==> config.mk <==
export PLATFORM = sky130hd
export DESIGN_NAME = i2s_rx
export DESIGN_NICKNAME = d
export VERILOG_FILES = /design/src/rtl/i2s_rx.sv
export SDC_FILE = /design/constraint.sdc
export NUM_CORES = 1
export LEC_CHECK = 0
export CAP_MARGIN = 40
export CORE_UTILIZATION = 59
export DETAILED_ROUTE_END_ITERATION = 7
export PLACE_DENSITY = 0.9
export SYNTH_ARGS = -nofsm -noshare
export SYNTH_HDL_FRONTEND = slang
export SYNTH_SLANG_ARGS = --single-unit
==> constraint.sdc <==
create_clock -name clk -period 4.11 [get_ports clk]
set_input_delay 0.411 -clock clk [delete_from_list [all_inputs] [get_ports clk]]
set_output_delay 0.411 -clock clk [all_outputs]
set_load 0.02 [all_outputs]
Run 1, a small window of the routed layout:
Window x 28 to 78, y 28 to 78 um. Cells in gray, sequential cells in the stronger gray; small squares are vias.
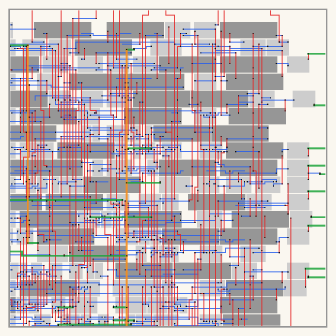
- met2: red
- met1: blue
- met4: orange
- met3: green
- sequential cells in the window: 41
- cells with their middle in the window: 146
- most frequent: dfrtp_1 (41), clkdlybuf4s50_1 (21), mux2_2 (17)

Run 1, signal wires on met3:
Drawn at 6 px/um. Cells faint in the background.
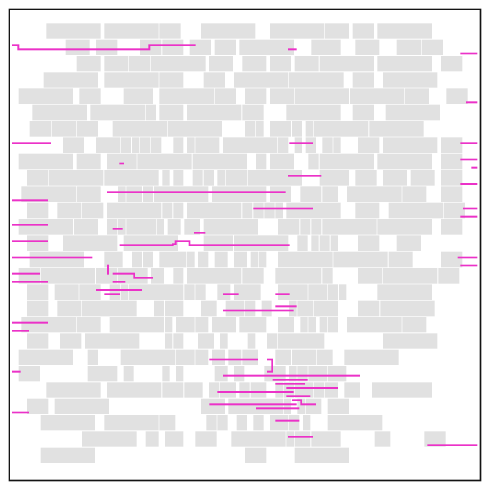
- wire length on this layer: 343 um
- main direction: horizontal
- nets with wire on the layer: 43
- longest straight run: 29.4 um
- share of all routed wire: 4.9%
DRT Wirelength: 6960 um
met3 Use GR: 0.0512
Via Count: 2,439

Run 1, clock wiring as the flow saved it:
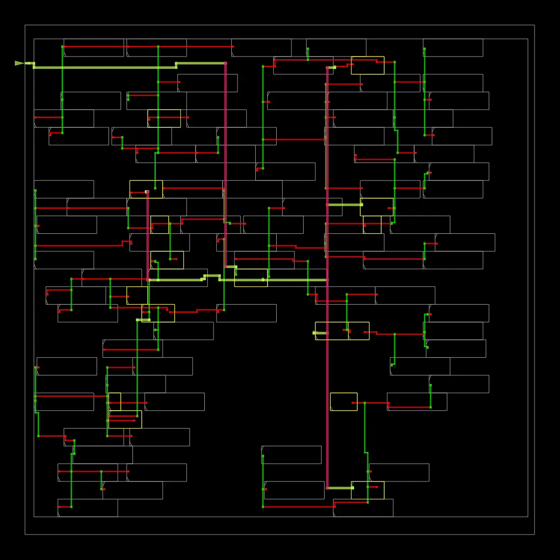
CTS buffer count: 9
CTS sink count: 81
Final Skew: 15.0 ps
clk ins delay skew pair: 360 ps

Run 1, pin map:
Drawn at 4 px/um. Pins as bars across the die edge, other pins in gray.
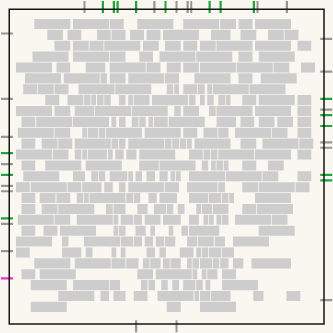
- lrclk: magenta (pins 1; direction input; edge west)
- right_out: green (pins 16; direction output; edge 8 north, 5 east, 3 west)
Die W: 78.3 um
Die Y: 78.3 um

==> qor.yml, run 1 <==
run_status:
  status: "complete, no violations"
global_routing:
  grt_pass1_wl_um: 11800
  grt_max_degree: 59
  grt_overflow_total: 0
  grt_pass1_vias: 2343
pwr:
  swShare: 0.247
  peakVddDrop_uv: 227
  total_power_mw: 1.41
final_layout:
  logic_gate_count: 178
  bufAreaShareNonClock: 0.111
  clkCellAreaFrac: 0.0458
  diodes: 0
  mi_logic_area_um2: 1300
  layout.nets: 325
  buffers: 44
  drive_above_1_share: 0.183
  fin_area_um2: 4070
  comb_share: 0.320
  largest_cell_class: "registers"
  nNonClkInverters: 3
  design.seq.count: 81
drt:
  drc: 0
  drt-vias-per-instance: 6.19
  routedWlPerCell_um: 17.7
clock_network:
  cts-root-buf: "clkbuf_8"
  cts_tree: "yes"
floorplan:
  num_tap_cells: 72
  io_pins: 40
  design.core.area_um2: 5570
  fp-utilization: 0.616
  die_area_um2: 6130
final_timing:
  final.min_clock_period_ps: 2490
  tightest_slew_ps: 821
  min_period_over_period: 0.607
  slew_violations: 0
  fin_setup_tns_ps: 0
  setup_viol: 0
synthesis:
  largest_area_cell: "dfrtp_1"
  syn-num-nets: 291
  synth.distinct_cells: 51
  ys_sh_aoi: 0.129
  ys_sh_adder: 0.0102
  synth_area_per_cell_um2: 12.1
  yosys_area_um2: 3430
  synthTopCellsByArea: "dfrtp_1 (59%), mux2_2 (10%), a32o_1 (4.7%)"
  synthCells: 283
  synth_area_um2: 3430
  async_flop_share: 1.00
  edf_count: 0
place:
  place_area_um2: 3870
  gp_congestion: 0.868
  dp_hpwl_um: 4380
  port_buffers: 39
critical_path:
  worst-path-max-fanout: 33
  r2r_cells: 7
  worstPathArrival_ps: 2740
  cp.required_ps: 4350
run:
  drv_cap: 0
[run 1: worst max-delay path, cell delays in order, from the launching register on]
cell and delay, ps:
dfrtp_1 400, ha_1 210, and3_1 180, ha_1 330, nand2_1 190, nor4_4 240
buf_4 420, mux2_2 400
[run 1: layout by cell type, fill, tap and decap left out, drive strengths merged, types with 2 or more instances in the layout]
| cell | Yosys | routed |
|---|---|---|
| a21oi | 22 | 22 |
| a32o | 16 | 16 |
| and3 | 3 | 3 |
| buf | 13 | 5 |
| clkbuf | 8 | 10 |
| clkdlybuf4s50 | 0 | 38 |
| clkinvlp | 0 | 2 |
| dfrtp | 81 | 81 |
| ha | 2 | 2 |
| inv | 3 | 6 |
| mux2 | 32 | 32 |
| nand2 | 26 | 26 |
| nand2b | 3 | 3 |
| nand3 | 22 | 22 |
| nor2 | 6 | 6 |
| nor2b | 2 | 2 |
| nor3 | 2 | 2 |
| nor3b | 2 | 2 |
| nor4 | 3 | 3 |
| o211a | 2 | 2 |
| o211ai | 3 | 3 |
| o21ai | 7 | 7 |
| or4 | 4 | 4 |
| xnor2 | 2 | 2 |
[run 1: what timing repair did]
action,CTS,global route
hold buffers,1,0
buffers inserted,0,0
endpoints found under the hold margin,23,0
[run 1: power groups by stage]
stage | Clock [mW] | Combinational [mW] | Sequential (mW)
3_5_place_dp | 0 | 0.0532 | 0.822
2_1_floorplan | 0 | 0.0254 | 0.821
5_1_grt | 0.586 | 0.0598 | 0.808
3_3_place_gp | 0 | 0.0488 | 0.822
4_1_cts | 0.554 | 0.0542 | 0.806
6_report | 0.547 | 0.0534 | 0.806
[run 1: layer usage]
metal	global-route usage	vias up	routed length (um)
met3	0.0512	9	342
met4	0.117	0	109
met5	0	-	0
met1	0.341	1229	3030
li1	-	1118	-
met2	0.408	83	3480
Run 1, placed cells, one color a class:
Drawn at 8 px/um.
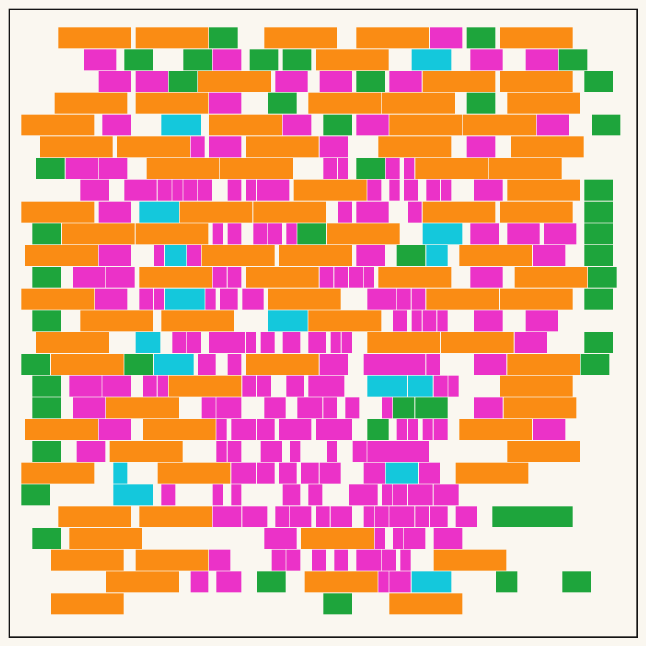

==> run 1 -> run 2 <==
--- a/config.mk
+++ b/config.mk
@@ -6,9 +6,9 @@
 export NUM_CORES = 1
 export LEC_CHECK = 0
 export CAP_MARGIN = 40
-export CORE_UTILIZATION = 59
+export CORE_UTILIZATION = 50
 export DETAILED_ROUTE_END_ITERATION = 7
-export PLACE_DENSITY = 0.9
+export PLACE_DENSITY = 0.82
 export SYNTH_ARGS = -nofsm -noshare
 export SYNTH_HDL_FRONTEND = slang
 export SYNTH_SLANG_ARGS = --single-unit
==> constraint.sdc (replaced) <==
create_clock -name clk -period 2.1 [get_ports clk]
set_input_delay 0.21 -clock clk [delete_from_list [all_inputs] [get_ports clk]]
set_output_delay 0.21 -clock clk [all_outputs]
set_load 0.02 [all_outputs]
Run 2, placed cells, one color a class:
Drawn at 6 px/um.
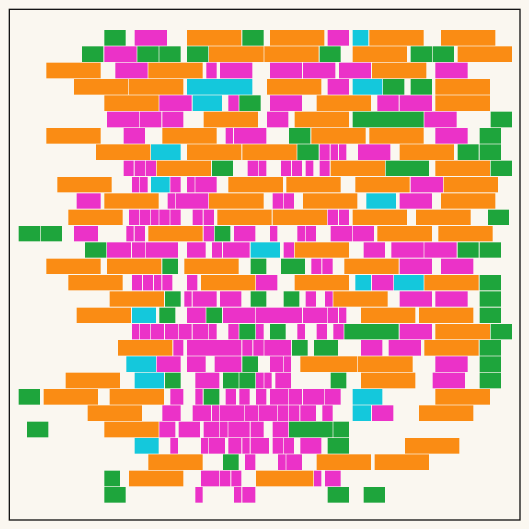
- clock drivers and dummy loads: cyan (cells 16; share of their area 4.8%)
- flops: orange (cells 81; share of their area 47%)
- other buffers and delay cells: green (cells 65; share of their area 15%)
- all other logic: magenta (cells 181; share of their area 33%)
# rows: 29
post-route cell area: 4460 um2
flop share of the area: 0.455
core box area: 6490 um2

Run 2, clock wiring as the flow saved it:
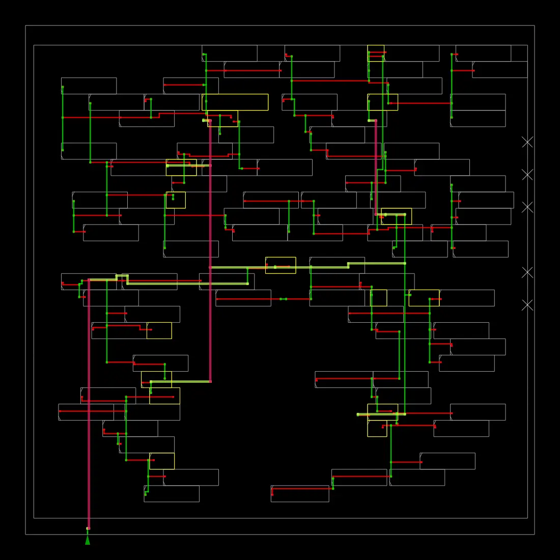
clkbuf count: 9
num sequential: 81

==> run 2 against run 1 <==
Against the previous run:
- the run now ends with DRC left
- sequential share of layout area shrank 4.3 points
- area after synthesis is the same
- worst hold slack lost 62 ps
- fmax grew 20%
- power grew 110%
==> qor.yml, run 2 <==
global_routing:
  grtUsageMet2: 0.352
  grt_overflow_total: 0
  grt.busiest_layer: "met2"
  grt_max_degree: 57
  gr-usage-met3: 0.0389
  grt_pass1_vias: 2500
  grt_pass1_wl_um: 12600
  grtUsageMet1: 0.318
  track_usage: 0.227
final_layout:
  diodes: 0
  lay_top_cells: "dfrtp_1 (79), clkdlybuf4s50_1 (38), mux2_4 (29), nand2_1 (25), nand3_1 (22)"
  drive_above_1_share: 0.265
  regArea_um2: 2030
  layout.nets: 346
  mi_logic_area_um2: 1450
  nFillCells: 438
  layout.cells.most_common: "dfrtp_1"
  syn2layout_area_growth_pct: 29.7
  post-route-util: 0.686
floorplan:
  fp.dieH_um: 84.9
  fp-utilization: 0.529
  die_area_um2: 7200
  io_pins: 40
  die_x_um: 84.9
synthesis:
  ys_sh_adder: 0.0102
  synth.distinct_cells: 51
  async_flop_share: 1.00
  largest_area_cell: "dfrtp_1"
  syn-num-nets: 291
  yosys_area_um2: 3430
  synth_area_um2: 3430
  synthTopCellsByArea: "dfrtp_1 (59%), mux2_2 (10%), a32o_1 (4.7%)"
  ys_sh_aoi: 0.129
  synth_area_per_cell_um2: 12.1
  ys_sh_mux: 0.108
  synthCells: 283
clock_network:
  cts-root-buf: "clkbuf_8"
  clk_latency_ps: 360
  cts.sinks: 81
  cts_made_buffers: 9
  cts_tree: "yes"
critical_path:
  worst-path-max-fanout: 5
  r2r_cells: 7
  cp.required_ps: 2380
  slowest_delay_ps: 520
  path_buffers: 0
  start_kind: "register"
  path_cells: "ha_2 -> and3_4 -> ha_4 -> a21oi_1 -> o211a_2 -> or4_4 -> a21oi_2"
  crit_cells: 7
  worstPathArrival_ps: 2360
  critical-path-slowest-cell: "or4_4"
drt:
  top_layer: "met4"
  drc: 5
  routedWlPerCell_um: 18.7
  wl_met1_um: 3500
  wl_met2_um: 3890
  drt-vias-per-instance: 6.13
  wl_met3_um: 341
  routed-via-count: 2573
  drt_wl_total_um: 7850
pwr:
  p_per_area_nw_per_um2: 651
  peakVddDrop_uv: 486
  swShare: 0.248
  combPwrFrac: 0.040
final_timing:
  slew_violations: 0
  tightest_slew_ps: 710
  final.min_clock_period_ps: 2070
  setup_viol: 0
  min_period_over_period: 0.988
  skew_ps: 14.6
run_status:
  violations: "DRC"
  status: "finished with violations"
run:
  drv_cap: 0
place:
  gp_congestion: 0.835
  dp_hpwl_um: 4830
  port_buffers: 39
hold_path:
  min_path_cells: 1
run 2: cell counts after synthesis:
No cell type changed its count.
run 2: cell type report:
class / count / share of cell area
Multi-Input combinational cell: 178 / 0.325
Inverter: 3 / 0.00253
Sequential cell: 81 / 0.455
Timing Repair Buffer: 65 / 0.148
Clock buffer: 9 / 0.0278
Clock inverter: 7 / 0.0191
Tap cell: 77 / 0.0216
run 2: what timing repair did:
action / CTS / global route
hold buffers: 1 / 0
pin swaps: 1 / 1
resized: 0 / 18
setup endpoints to repair: 24 / 34
endpoints found under the hold margin: 55 / 0
gates cloned: 1 / 1
buffers inserted: 1 / 2
run 2: logic make-up (layout without fill, tap and decap cells):
family | Yosys count | count (layout)
XOR/XNOR | 3 | 3
AND/OR/NAND/NOR | 78 | 78
multiplexers | 33 | 33
adder cells (fa/ha/maj) | 3 | 3
flip-flops | 81 | 81
buffers and inverters | 24 | 84
AND-OR/OR-AND | 61 | 61
run 2: worst register-to-register path, stage by stage (launching register included):
cell     delay [ps]
dfrtp_1         380
ha_2            200
and3_4          180
ha_4            170
a21oi_1         110
o211a_2         290
or4_4           520
a21oi_2         160
run 2: stage by stage:
stage	area, um2	instances	power [mW]	TNS (ps)
2_1_floorplan	3570	283	1.66	-954
3_3_place_gp	4090	398	1.72	0
3_5_place_dp	4090	398	1.72	-376
4_1_cts	4350	417	2.91	0
5_1_grt	4460	420	3.01	-1030
6_report	4460	420	2.90	0
run 2: power groups by stage:
stage	Combinational, mW	Sequential [mW]	Clock, mW
after global placement	0.109	1.61	0
final	0.116	1.58	1.20
after global routing	0.130	1.58	1.30
after detailed placement	0.112	1.61	0
after CTS	0.114	1.58	1.22
after floorplan	0.0504	1.61	0
Power is estimated from default activity; no workload was simulated.
